==> src/rtl/muldiv_pkg.sv <==
// Shared constants, FSM encoding and helpers for the iterative mul/div unit.
package muldiv_pkg;

  localparam int XLEN  = 64;
  localparam int ITERS = 64;
  localparam int CNT_W = $clog2(ITERS);

  // Per-engine handshake FSM
  typedef enum logic [1:0] {
    ST_IDLE = 2'd0,
    ST_BUSY = 2'd1,
    ST_DONE = 2'd2
  } state_t;

  // Divide-by-zero quotient and the one signed input that overflows
  localparam logic [XLEN-1:0] QUOT_DIV0 = {XLEN{1'b1}};
  localparam logic [XLEN-1:0] INT_MIN   = {1'b1, {(XLEN-1){1'b0}}};

  // Magnitude of a value; unsigned operands pass straight through
  function automatic logic [XLEN-1:0] abs_val(input logic [XLEN-1:0] v,
                                              input logic            sgn);
    return (sgn && v[XLEN-1]) ? (~v + 1'b1) : v;
  endfunction

endpackage

==> src/rtl/muldiv_unit_iter_divider.sv <==
// Restoring radix-2 divider: works on magnitudes, fixes signs at the end.
// One quotient bit per clock, fixed ITERS-cycle latency including special cases.
module iter_divider
  import muldiv_pkg::*;
(
  input  logic            clk,
  input  logic            rst,
  input  logic            flush,
  input  logic            i_valid,
  input  logic [XLEN-1:0] i_a,
  input  logic [XLEN-1:0] i_b,
  input  logic            i_signed,
  output logic            o_ready,
  output logic            o_out_valid,
  output logic [XLEN-1:0] o_quot,
  output logic [XLEN-1:0] o_rem
);

  state_t             r_state;
  logic               r_ready;
  logic               r_out_valid;
  logic [CNT_W-1:0]   r_cnt;
  logic [XLEN-1:0]    r_q;        // dividend magnitude shifting out, quotient shifting in
  logic [XLEN-1:0]    r_r;        // partial remainder, always < r_d
  logic [XLEN-1:0]    r_d;        // divisor magnitude
  logic [XLEN-1:0]    r_a_orig;   // original dividend, returned as remainder on /0
  logic               r_neg_q;
  logic               r_neg_r;
  logic               r_div_zero;
  logic               r_ovf;
  logic [XLEN-1:0]    r_quot;
  logic [XLEN-1:0]    r_rem;

  logic [XLEN:0]      w_shift;
  logic               w_ge;
  logic [XLEN-1:0]    w_r_next;
  logic [XLEN-1:0]    w_q_next;
  logic [XLEN-1:0]    w_quot_fin;
  logic [XLEN-1:0]    w_rem_fin;
  logic               w_last;

  // One restoring step plus the sign/special-case fix-up of the final step
  always_comb begin
    w_shift  = {r_r, r_q[XLEN-1]};
    w_ge     = (w_shift >= {1'b0, r_d});
    // Partial remainder stays below the divisor, so the difference fits in XLEN bits
    w_r_next = w_ge ? (w_shift[XLEN-1:0] - r_d) : w_shift[XLEN-1:0];
    w_q_next = {r_q[XLEN-2:0], w_ge};
    w_last   = (r_cnt == CNT_W'(ITERS - 1));
    if (r_div_zero) begin
      w_quot_fin = QUOT_DIV0;
      w_rem_fin  = r_a_orig;
    end else if (r_ovf) begin
      w_quot_fin = INT_MIN;
      w_rem_fin  = '0;
    end else begin
      w_quot_fin = r_neg_q ? (~w_q_next + 1'b1) : w_q_next;
      w_rem_fin  = r_neg_r ? (~w_r_next + 1'b1) : w_r_next;
    end
  end

  // Divider FSM with registered handshake outputs and result registers
  always_ff @(posedge clk) begin
    if (!rst) begin
      r_state     <= ST_IDLE;
      r_ready     <= 1'b1;
      r_out_valid <= 1'b0;
      r_cnt       <= '0;
      r_q         <= '0;
      r_r         <= '0;
      r_d         <= '0;
      r_a_orig    <= '0;
      r_neg_q     <= 1'b0;
      r_neg_r     <= 1'b0;
      r_div_zero  <= 1'b0;
      r_ovf       <= 1'b0;
      r_quot      <= '0;
      r_rem       <= '0;
    end else if (flush) begin
      // Abort silently; results from earlier operations are kept
      r_state     <= ST_IDLE;
      r_ready     <= 1'b1;
      r_out_valid <= 1'b0;
    end else begin
      case (r_state)
        ST_IDLE: begin
          r_out_valid <= 1'b0;
          if (i_valid) begin
            r_state    <= ST_BUSY;
            r_ready    <= 1'b0;
            r_cnt      <= '0;
            r_q        <= abs_val(i_a, i_signed);
            r_d        <= abs_val(i_b, i_signed);
            r_r        <= '0;
            r_a_orig   <= i_a;
            r_neg_q    <= i_signed & (i_a[XLEN-1] ^ i_b[XLEN-1]);
            r_neg_r    <= i_signed & i_a[XLEN-1];
            r_div_zero <= (i_b == '0);
            r_ovf      <= i_signed && (i_a == INT_MIN) && (i_b == QUOT_DIV0);
          end
        end
        ST_BUSY: begin
          r_q   <= w_q_next;
          r_r   <= w_r_next;
          r_cnt <= r_cnt + 1'b1;
          if (w_last) begin
            r_state     <= ST_DONE;
            r_out_valid <= 1'b1;
            r_quot      <= w_quot_fin;
            r_rem       <= w_rem_fin;
          end
        end
        ST_DONE: begin
          r_state     <= ST_IDLE;
          r_ready     <= 1'b1;
          r_out_valid <= 1'b0;
        end
        default: begin
          r_state     <= ST_IDLE;
          r_ready     <= 1'b1;
          r_out_valid <= 1'b0;
        end
      endcase
    end
  end

  assign o_ready     = r_ready;
  assign o_out_valid = r_out_valid;
  assign o_quot      = r_quot;
  assign o_rem       = r_rem;

endmodule

==> src/rtl/muldiv_unit.sv <==
// Iterative RV64 multiply/divide unit: independent shift-add multiplier
// (low 64 bits of product) and restoring divider, each with its own handshake.
module muldiv_unit
  import muldiv_pkg::*;
(
  input  logic            clk,
  input  logic            rst,
  input  logic            flush,
  input  logic            mul_valid,
  input  logic [XLEN-1:0] mul_a,
  input  logic [XLEN-1:0] mul_b,
  output logic            mul_ready,
  output logic            mul_out_valid,
  output logic [XLEN-1:0] mul_res,
  input  logic            div_valid,
  input  logic [XLEN-1:0] div_a,
  input  logic [XLEN-1:0] div_b,
  input  logic            div_signed,
  output logic            div_ready,
  output logic            div_out_valid,
  output logic [XLEN-1:0] div_quot,
  output logic [XLEN-1:0] div_rem
);

  state_t             r_mul_state;
  logic               r_mul_ready;
  logic               r_mul_out_valid;
  logic [CNT_W-1:0]   r_mul_cnt;
  logic [XLEN-1:0]    r_mul_a;     // multiplicand, shifted left each step
  logic [XLEN-1:0]    r_mul_b;     // multiplier, shifted right each step
  logic [XLEN-1:0]    r_mul_acc;
  logic [XLEN-1:0]    r_mul_res;
  logic [XLEN-1:0]    w_mul_acc_next;

  // Shift-add step: bits above XLEN never reach the low half, so they are dropped
  always_comb begin
    w_mul_acc_next = r_mul_b[0] ? (r_mul_acc + r_mul_a) : r_mul_acc;
  end

  // Multiplier FSM with registered handshake outputs and result register
  always_ff @(posedge clk) begin
    if (!rst) begin
      r_mul_state     <= ST_IDLE;
      r_mul_ready     <= 1'b1;
      r_mul_out_valid <= 1'b0;
      r_mul_cnt       <= '0;
      r_mul_a         <= '0;
      r_mul_b         <= '0;
      r_mul_acc       <= '0;
      r_mul_res       <= '0;
    end else if (flush) begin
      r_mul_state     <= ST_IDLE;
      r_mul_ready     <= 1'b1;
      r_mul_out_valid <= 1'b0;
    end else begin
      case (r_mul_state)
        ST_IDLE: begin
          r_mul_out_valid <= 1'b0;
          if (mul_valid) begin
            r_mul_state <= ST_BUSY;
            r_mul_ready <= 1'b0;
            r_mul_cnt   <= '0;
            r_mul_a     <= mul_a;
            r_mul_b     <= mul_b;
            r_mul_acc   <= '0;
          end
        end
        ST_BUSY: begin
          r_mul_acc <= w_mul_acc_next;
          r_mul_a   <= {r_mul_a[XLEN-2:0], 1'b0};
          r_mul_b   <= {1'b0, r_mul_b[XLEN-1:1]};
          r_mul_cnt <= r_mul_cnt + 1'b1;
          if (r_mul_cnt == CNT_W'(ITERS - 1)) begin
            r_mul_state     <= ST_DONE;
            r_mul_out_valid <= 1'b1;
            r_mul_res       <= w_mul_acc_next;
          end
        end
        ST_DONE: begin
          r_mul_state     <= ST_IDLE;
          r_mul_ready     <= 1'b1;
          r_mul_out_valid <= 1'b0;
        end
        default: begin
          r_mul_state     <= ST_IDLE;
          r_mul_ready     <= 1'b1;
          r_mul_out_valid <= 1'b0;
        end
      endcase
    end
  end

  assign mul_ready     = r_mul_ready;
  assign mul_out_valid = r_mul_out_valid;
  assign mul_res       = r_mul_res;

  iter_divider u_div (
    .clk         (clk),
    .rst         (rst),
    .flush       (flush),
    .i_valid     (div_valid),
    .i_a         (div_a),
    .i_b         (div_b),
    .i_signed    (div_signed),
    .o_ready     (div_ready),
    .o_out_valid (div_out_valid),
    .o_quot      (div_quot),
    .o_rem       (div_rem)
  );

endmodule

==> config.mk <==
export PLATFORM = sky130hd
export DESIGN_NAME = muldiv_unit
export DESIGN_NICKNAME = d
export VERILOG_FILES = /design/src/rtl/muldiv_pkg.sv /design/src/rtl/muldiv_unit_iter_divider.sv /design/src/rtl/muldiv_unit.sv
export SDC_FILE = /design/constraint.sdc
export NUM_CORES = 2
export LEC_CHECK = 0
export CORE_UTILIZATION = 55
export CTS_CLUSTER_SIZE = 40
export DETAILED_ROUTE_END_ITERATION = 6
export GPL_TIMING_DRIVEN = 0
export PLACE_DENSITY = 0.74
export SETUP_SLACK_MARGIN = 0.5
export SYNTH_ARGS = -nofsm -noshare
export SYNTH_HDL_FRONTEND = slang
export SYNTH_SLANG_ARGS = --single-unit
==> constraint.sdc <==
create_clock -name clk -period 9.35 [get_ports clk]
set_input_delay 1.87 -clock clk [delete_from_list [all_inputs] [get_ports clk]]
set_output_delay 1.87 -clock clk [all_outputs]
set_load 0.005 [all_outputs]
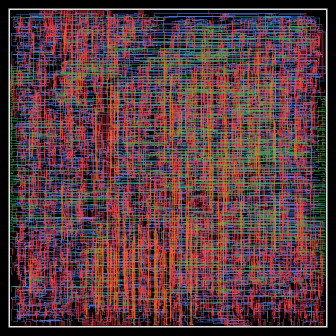
wires.png
color	layer	wire length
green	metal 3	17600 um
red	metal 2	69.5 mm
blue	metal 1	66.2 mm
orange	metal 4	8120 um
purple	metal 5	9.20 um

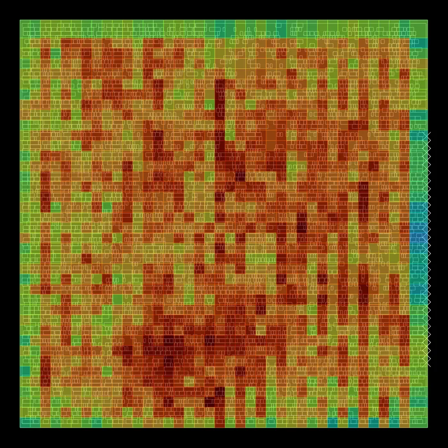
congestion.png
highest-utilization routing layer at the global route stage: met2
GR Util met3: 0.0902
met1 Use GR: 0.546

==> GITHUB_STEP_SUMMARY <==
## Synthesis and layout report

| Metric | Value |
|---|---|
| Violations in the final reports | `design-rule violations` |
| Share of layout cells above drive strength 1 | `0.0379` |
| Depth of the worst hold-timing path | `2` |
| Diodes inserted | `16` |
| Amount of wire on met3 after detailed routing | `17600 um` |
| Number of non-clock inverters in the layout | `125` |
| Status | `finished, violations left` |
| Clock period minus worst slack | `8.73 ns` |
| Most instantiated logic cells after routing | `676 x sky130_fd_sc_hd__nor2_1, 664 x sky130_fd_sc_hd__dfxtp_1, 512 x sky130_fd_sc_hd__a21oi_1, 488 x sky130_fd_sc_hd__nand2_1, 457 x sky130_fd_sc_hd__clkdlybuf4s50_1` |
| Xor/xnor share of the synthesized area | `0.0696` |
| Number of global-route vias before repair | `39.6k` |
| Antenna violations before repair | `17` |
| Setup crit end | `u_div.o_rem[58]` |
| Routed length on met1 | `66200 um` |
| Total Die Area | `75200 um2` |
| Final-layout fill cell count | `6317` |
| Dominant comb cell | `AND-OR/OR-AND gates` |
| Core region area | `73200 um2` |
| CTS root buffer | `sky130_fd_sc_hd__clkbuf_16` |
| Cell count of the worst reg-to-reg path | `31` |
| CTS buffer count | `75` |
| Sequential cell area | `13300 um2` |
| Remaining design rule violation count | `58` |
| Iteration-0 DRC count of the detailed router | `5119` |
| Highest clock rate | `115 MHz` |
| Worst setup path startpoint | `u_div.r_r[9]` |
| Highest routed metal layer | `met5` |
| HPWL after DPL | `127000 um` |
| Post-CTS Resized | `5` |
| Clock latency reported for the late side of the worst-skew pair | `0.64 ns` |
| Maximum buffer depth of the clock tree | `3` |
| Capturing point of the worst reg2reg path | `u_div.o_rem[58]` |
| Number of vias after detailed routing | `43.6k` |
| Most common cell on crit path | `sky130_fd_sc_hd__buf_6` |
| All-Layer GR Usage | `0.410` |
| Area fraction in compound gates after synthesis | `0.267` |
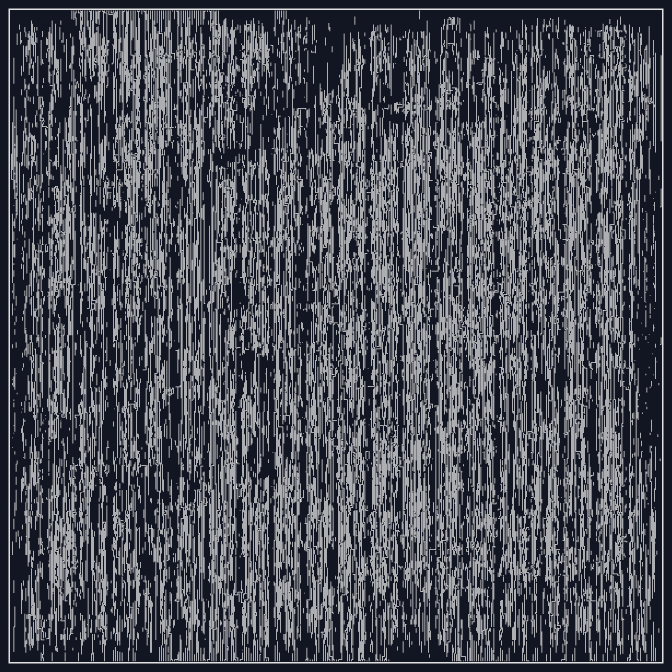
layer_met2.png
main direction	vertical
share of all routed wire	43%
wire length on this layer	69.5 mm
longest straight run	113 um
nets with wire on the layer	5256

